**src/rtl/id_exe_if.sv**
```systemverilog
// id_exe_if: decoded-instruction bundle between the ID stage and the ID/EXE pipeline register.
interface id_exe_if;
    logic        flush;
    logic        freeze;
    logic        valid_in;
    logic [3:0]  exeCmd_in;
    logic        memRead_in;
    logic        memWrite_in;
    logic        wbEn_in;
    logic        branch_in;
    logic        sOut_in;
    logic        move_in;
    logic [31:0] pc_in;
    logic [31:0] valRn_in;
    logic [31:0] valRm_in;
    logic [11:0] shiftOperand_in;
    logic        imm_in;
    logic [23:0] signedImm24_in;
    logic [3:0]  dest_in;
    logic [3:0]  src1_in;
    logic [3:0]  src2_in;
    logic        carry_in;
    logic        valid_out;
    logic [3:0]  exeCmd_out;
    logic        memRead_out;
    logic        memWrite_out;
    logic        wbEn_out;
    logic        branch_out;
    logic        sOut_out;
    logic        move_out;
    logic [31:0] pc_out;
    logic [31:0] valRn_out;
    logic [31:0] valRm_out;
    logic [11:0] shiftOperand_out;
    logic        imm_out;
    logic [23:0] signedImm24_out;
    logic [3:0]  dest_out;
    logic [3:0]  src1_out;
    logic [3:0]  src2_out;
    logic        carry_out;
    logic [15:0] bubble_count;
    modport master (
        output flush, freeze, valid_in, exeCmd_in, memRead_in, memWrite_in, wbEn_in, branch_in,
               sOut_in, move_in, pc_in, valRn_in, valRm_in, shiftOperand_in, imm_in,
               signedImm24_in, dest_in, src1_in, src2_in, carry_in,
        input  valid_out, exeCmd_out, memRead_out, memWrite_out, wbEn_out, branch_out,
               sOut_out, move_out, pc_out, valRn_out, valRm_out, shiftOperand_out, imm_out,
               signedImm24_out, dest_out, src1_out, src2_out, carry_out, bubble_count
    );
    modport slave (
        input  flush, freeze, valid_in, exeCmd_in, memRead_in, memWrite_in, wbEn_in, branch_in,
               sOut_in, move_in, pc_in, valRn_in, valRm_in, shiftOperand_in, imm_in,
               signedImm24_in, dest_in, src1_in, src2_in, carry_in,
        output valid_out, exeCmd_out, memRead_out, memWrite_out, wbEn_out, branch_out,
               sOut_out, move_out, pc_out, valRn_out, valRm_out, shiftOperand_out, imm_out,
               signedImm24_out, dest_out, src1_out, src2_out, carry_out, bubble_count
    );
endinterface

```
**src/rtl/id_exe_reg.sv**
```systemverilog
// id_exe_reg: ID/EXE pipeline register with freeze, flush (dominant) and a saturating bubble counter.
module id_exe_reg (
    input logic     clk,
    input logic     rst,
    id_exe_if.slave bus
);
    logic [10:0]  r_ctrl;
    logic [145:0] r_data;
    logic [15:0]  r_bubbles;
    logic [10:0]  w_ctrl;
    logic [145:0] w_data;
    logic         w_bubble;
    // trailing 1 becomes valid_out; gating by valid_in turns an invalid load into a bubble
    assign w_ctrl = {bus.exeCmd_in, bus.memRead_in, bus.memWrite_in, bus.wbEn_in, bus.branch_in,
                     bus.sOut_in, bus.move_in, 1'b1} & {11{bus.valid_in}};
    assign w_data = {bus.pc_in, bus.valRn_in, bus.valRm_in, bus.shiftOperand_in, bus.imm_in,
                     bus.signedImm24_in, bus.dest_in, bus.src1_in, bus.src2_in, bus.carry_in};
    assign w_bubble = bus.flush | (~bus.freeze & ~bus.valid_in);
    always_ff @(posedge clk) begin
        if (rst) begin
            r_ctrl    <= '0;
            r_data    <= '0;
            r_bubbles <= '0;
        end else begin
            if (w_bubble && !(&r_bubbles))
                r_bubbles <= r_bubbles + 16'd1;
            if (bus.flush) begin
                r_ctrl <= '0;
                r_data <= '0;
            end else if (!bus.freeze) begin
                r_ctrl <= w_ctrl;
                r_data <= w_data;
            end
        end
    end
    assign {bus.exeCmd_out, bus.memRead_out, bus.memWrite_out, bus.wbEn_out, bus.branch_out,
            bus.sOut_out, bus.move_out, bus.valid_out} = r_ctrl;
    assign {bus.pc_out, bus.valRn_out, bus.valRm_out, bus.shiftOperand_out, bus.imm_out,
            bus.signedImm24_out, bus.dest_out, bus.src1_out, bus.src2_out, bus.carry_out} = r_data;
    assign bus.bubble_count = r_bubbles;
endmodule
```
**src/flat_wrapper.sv**
```systemverilog
// flat-port wrapper written by rule: the top's interface ports become plain ports
module id_exe_reg_flat 
  (clk, rst, bus_flush, bus_freeze, bus_valid_in, bus_exeCmd_in, bus_memRead_in, bus_memWrite_in, bus_wbEn_in, bus_branch_in, bus_sOut_in, bus_move_in, bus_pc_in, bus_valRn_in, bus_valRm_in, bus_shiftOperand_in, bus_imm_in, bus_signedImm24_in, bus_dest_in, bus_src1_in, bus_src2_in, bus_carry_in, bus_valid_out, bus_exeCmd_out, bus_memRead_out, bus_memWrite_out, bus_wbEn_out, bus_branch_out, bus_sOut_out, bus_move_out, bus_pc_out, bus_valRn_out, bus_valRm_out, bus_shiftOperand_out, bus_imm_out, bus_signedImm24_out, bus_dest_out, bus_src1_out, bus_src2_out, bus_carry_out, bus_bubble_count);
  id_exe_if bus_i ();
  input logic clk;
  input logic rst;
  input wire logic [$bits(bus_i.flush)-1:0] bus_flush;
  input wire logic [$bits(bus_i.freeze)-1:0] bus_freeze;
  input wire logic [$bits(bus_i.valid_in)-1:0] bus_valid_in;
  input wire logic [$bits(bus_i.exeCmd_in)-1:0] bus_exeCmd_in;
  input wire logic [$bits(bus_i.memRead_in)-1:0] bus_memRead_in;
  input wire logic [$bits(bus_i.memWrite_in)-1:0] bus_memWrite_in;
  input wire logic [$bits(bus_i.wbEn_in)-1:0] bus_wbEn_in;
  input wire logic [$bits(bus_i.branch_in)-1:0] bus_branch_in;
  input wire logic [$bits(bus_i.sOut_in)-1:0] bus_sOut_in;
  input wire logic [$bits(bus_i.move_in)-1:0] bus_move_in;
  input wire logic [$bits(bus_i.pc_in)-1:0] bus_pc_in;
  input wire logic [$bits(bus_i.valRn_in)-1:0] bus_valRn_in;
  input wire logic [$bits(bus_i.valRm_in)-1:0] bus_valRm_in;
  input wire logic [$bits(bus_i.shiftOperand_in)-1:0] bus_shiftOperand_in;
  input wire logic [$bits(bus_i.imm_in)-1:0] bus_imm_in;
  input wire logic [$bits(bus_i.signedImm24_in)-1:0] bus_signedImm24_in;
  input wire logic [$bits(bus_i.dest_in)-1:0] bus_dest_in;
  input wire logic [$bits(bus_i.src1_in)-1:0] bus_src1_in;
  input wire logic [$bits(bus_i.src2_in)-1:0] bus_src2_in;
  input wire logic [$bits(bus_i.carry_in)-1:0] bus_carry_in;
  output wire logic [$bits(bus_i.valid_out)-1:0] bus_valid_out;
  output wire logic [$bits(bus_i.exeCmd_out)-1:0] bus_exeCmd_out;
  output wire logic [$bits(bus_i.memRead_out)-1:0] bus_memRead_out;
  output wire logic [$bits(bus_i.memWrite_out)-1:0] bus_memWrite_out;
  output wire logic [$bits(bus_i.wbEn_out)-1:0] bus_wbEn_out;
  output wire logic [$bits(bus_i.branch_out)-1:0] bus_branch_out;
  output wire logic [$bits(bus_i.sOut_out)-1:0] bus_sOut_out;
  output wire logic [$bits(bus_i.move_out)-1:0] bus_move_out;
  output wire logic [$bits(bus_i.pc_out)-1:0] bus_pc_out;
  output wire logic [$bits(bus_i.valRn_out)-1:0] bus_valRn_out;
  output wire logic [$bits(bus_i.valRm_out)-1:0] bus_valRm_out;
  output wire logic [$bits(bus_i.shiftOperand_out)-1:0] bus_shiftOperand_out;
  output wire logic [$bits(bus_i.imm_out)-1:0] bus_imm_out;
  output wire logic [$bits(bus_i.signedImm24_out)-1:0] bus_signedImm24_out;
  output wire logic [$bits(bus_i.dest_out)-1:0] bus_dest_out;
  output wire logic [$bits(bus_i.src1_out)-1:0] bus_src1_out;
  output wire logic [$bits(bus_i.src2_out)-1:0] bus_src2_out;
  output wire logic [$bits(bus_i.carry_out)-1:0] bus_carry_out;
  output wire logic [$bits(bus_i.bubble_count)-1:0] bus_bubble_count;
  assign bus_i.flush = bus_flush;
  assign bus_i.freeze = bus_freeze;
  assign bus_i.valid_in = bus_valid_in;
  assign bus_i.exeCmd_in = bus_exeCmd_in;
  assign bus_i.memRead_in = bus_memRead_in;
  assign bus_i.memWrite_in = bus_memWrite_in;
  assign bus_i.wbEn_in = bus_wbEn_in;
  assign bus_i.branch_in = bus_branch_in;
  assign bus_i.sOut_in = bus_sOut_in;
  assign bus_i.move_in = bus_move_in;
  assign bus_i.pc_in = bus_pc_in;
  assign bus_i.valRn_in = bus_valRn_in;
  assign bus_i.valRm_in = bus_valRm_in;
  assign bus_i.shiftOperand_in = bus_shiftOperand_in;
  assign bus_i.imm_in = bus_imm_in;
  assign bus_i.signedImm24_in = bus_signedImm24_in;
  assign bus_i.dest_in = bus_dest_in;
  assign bus_i.src1_in = bus_src1_in;
  assign bus_i.src2_in = bus_src2_in;
  assign bus_i.carry_in = bus_carry_in;
  assign bus_valid_out = bus_i.valid_out;
  assign bus_exeCmd_out = bus_i.exeCmd_out;
  assign bus_memRead_out = bus_i.memRead_out;
  assign bus_memWrite_out = bus_i.memWrite_out;
  assign bus_wbEn_out = bus_i.wbEn_out;
  assign bus_branch_out = bus_i.branch_out;
  assign bus_sOut_out = bus_i.sOut_out;
  assign bus_move_out = bus_i.move_out;
  assign bus_pc_out = bus_i.pc_out;
  assign bus_valRn_out = bus_i.valRn_out;
  assign bus_valRm_out = bus_i.valRm_out;
  assign bus_shiftOperand_out = bus_i.shiftOperand_out;
  assign bus_imm_out = bus_i.imm_out;
  assign bus_signedImm24_out = bus_i.signedImm24_out;
  assign bus_dest_out = bus_i.dest_out;
  assign bus_src1_out = bus_i.src1_out;
  assign bus_src2_out = bus_i.src2_out;
  assign bus_carry_out = bus_i.carry_out;
  assign bus_bubble_count = bus_i.bubble_count;
  id_exe_reg u_core (.clk(clk), .rst(rst), .bus(bus_i));
endmodule
```
**config.mk**
```make
export PLATFORM = sky130hd
export DESIGN_NAME = id_exe_reg_flat
export DESIGN_NICKNAME = d
export VERILOG_FILES = /design/src/rtl/id_exe_if.sv /design/src/rtl/id_exe_reg.sv /design/src/flat_wrapper.sv
export SDC_FILE = /design/constraint.sdc
export NUM_CORES = 1
export LEC_CHECK = 0
export CORE_MARGIN = 5
export CORE_UTILIZATION = 43
export CTS_CLUSTER_DIAMETER = 60
export DETAILED_ROUTE_END_ITERATION = 8
export HOLD_SLACK_MARGIN = 0.1
export PLACE_DENSITY = 0.83
export SKIP_LAST_GASP = 1
export SLEW_MARGIN = 15
export SYNTH_ARGS = -nofsm -noshare
export SYNTH_HDL_FRONTEND = slang
export SYNTH_SLANG_ARGS = --single-unit
```
**constraint.sdc**
```tcl
create_clock -name clk -period 2.8 [get_ports clk]
set_input_delay 0.28 -clock clk [delete_from_list [all_inputs] [get_ports clk]]
set_output_delay 0.28 -clock clk [all_outputs]
set_load 0.03 [all_outputs]
```
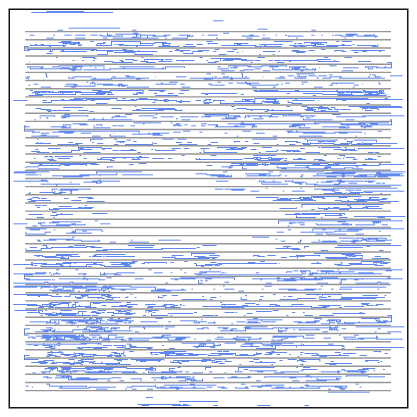
(metal 1)
Scale: 3 px per um. Supply wires on this layer in grey.
- nets with wire on the layer: 1006
- main direction: horizontal
- longest straight run: 41.4 um
- share of all routed wire: 38%

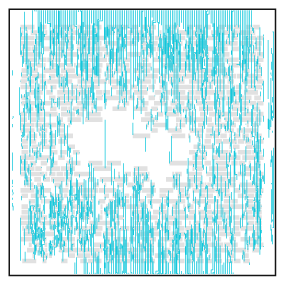
(M2 wires)
Scale: 2 px per um.
- main direction: vertical
- share of all routed wire: 52%

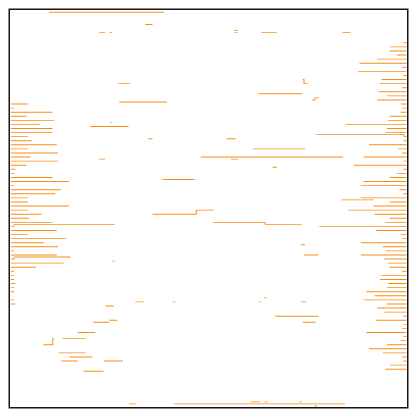
(met3 routing)
Scale: 3 px per um.
- main direction: horizontal
- nets with wire on the layer: 157
- wire length on this layer: 1450 um

==> changes_impl.md <==
### Metrics

- Average cell area after synthesis: 10.3 um^2
- Run status: finished clean
- Aggregate negative setup slack: 0 ns
- Register fraction of the total cell area: 32.8%
- Final setup violation count: 0
- Critical path destination: u_core.bus.bubble_count[14]$_SDFFE_PP0P_
- Placed cell areas: 9910 um^2
- Endpoint of the worst-slack reg-to-reg timing path: u_core.bus.bubble_count[14]$_SDFFE_PP0P_
- Final Wtd Congestion: 0.809
- CTS buffer count: 17
- Share of synthesized area spent on multiplexers: 23.9%
- Gr busiest metal: met2
- Dominant combinational cell family by area after synthesis: multiplexers
- Max cap viols: 0
- Clock tree from TritonCTS: built
- Startpoint Class: register
- Met1 layer wirelength in the final routing: 7670 um
- Count of input and output buffers: 333
- Relative slew slack: 42.1%
- Setup repair after global routing missed its margin: false
- Global route overflow: 0
- Hold-critical path endpoint: u_core.bus.bubble_count[6]$_SDFFE_PP0P_
- Total core area: 14600 um^2
- Tightest Pin Transition: 0.869 ns
- DPL Wire Length: 15000 um
- I/O Pins: 334
- Critical Path Max Stage Delay: 0.44 ns
- Fraction of the mapped netlist area in adder cells: 0.194%
- Switching part of the total power: 23.4%
- Category of the critical setup timing path: register to register
- Area share of the leading cell type in the synthesized netlist: 53.8%
- Met3 layer usage reported by global route: 7.25%
- Area of the chip: 17500 um^2
- Worst R2R Start: u_core.bus.bubble_count[1]$_SDFFE_PP0P_
- Core Util, Final: 72.4%
- Proportion of power drawn by the clock network: 42.4%
- Met2 track utilization from global routing: 38.9%
- Count of mapped cells out of synthesis: 623
- Clock transition at the registers of the reported paths: 0.06 ns
- Non-clock inverter count: 4
- Inst Count DP: 1106
- Worst slack at placement: 0.675 ns
==> synthesized netlist by cell type (all sizes together) <==
master / count
a21oi: 7
a22oi: 10
a311o: 1
a311oi: 1
a32oi: 1
a41o: 1
and3: 4
buf: 18
clkbuf: 22
dfxtp: 173
ha: 1
inv: 4
mux2: 4
mux2i: 149
nand2: 6
nand2b: 3
nand3: 9
nand4: 6
nor2: 168
nor2b: 4
nor3: 8
nor4: 7
o2111ai: 1
o21ai: 3
o21ba: 1
o21bai: 1
o311a: 1
o311ai: 1
o31ai: 1
o41ai: 1
or2: 4
or3: 1
or4: 1
==> registers in the layout (all words and copies together), names as in the netlist <==
name                     count
u_core.r_data              146
u_core.bus.bubble_count     16
u_core.r_ctrl               11
Power is estimated from default activity; no workload was simulated.
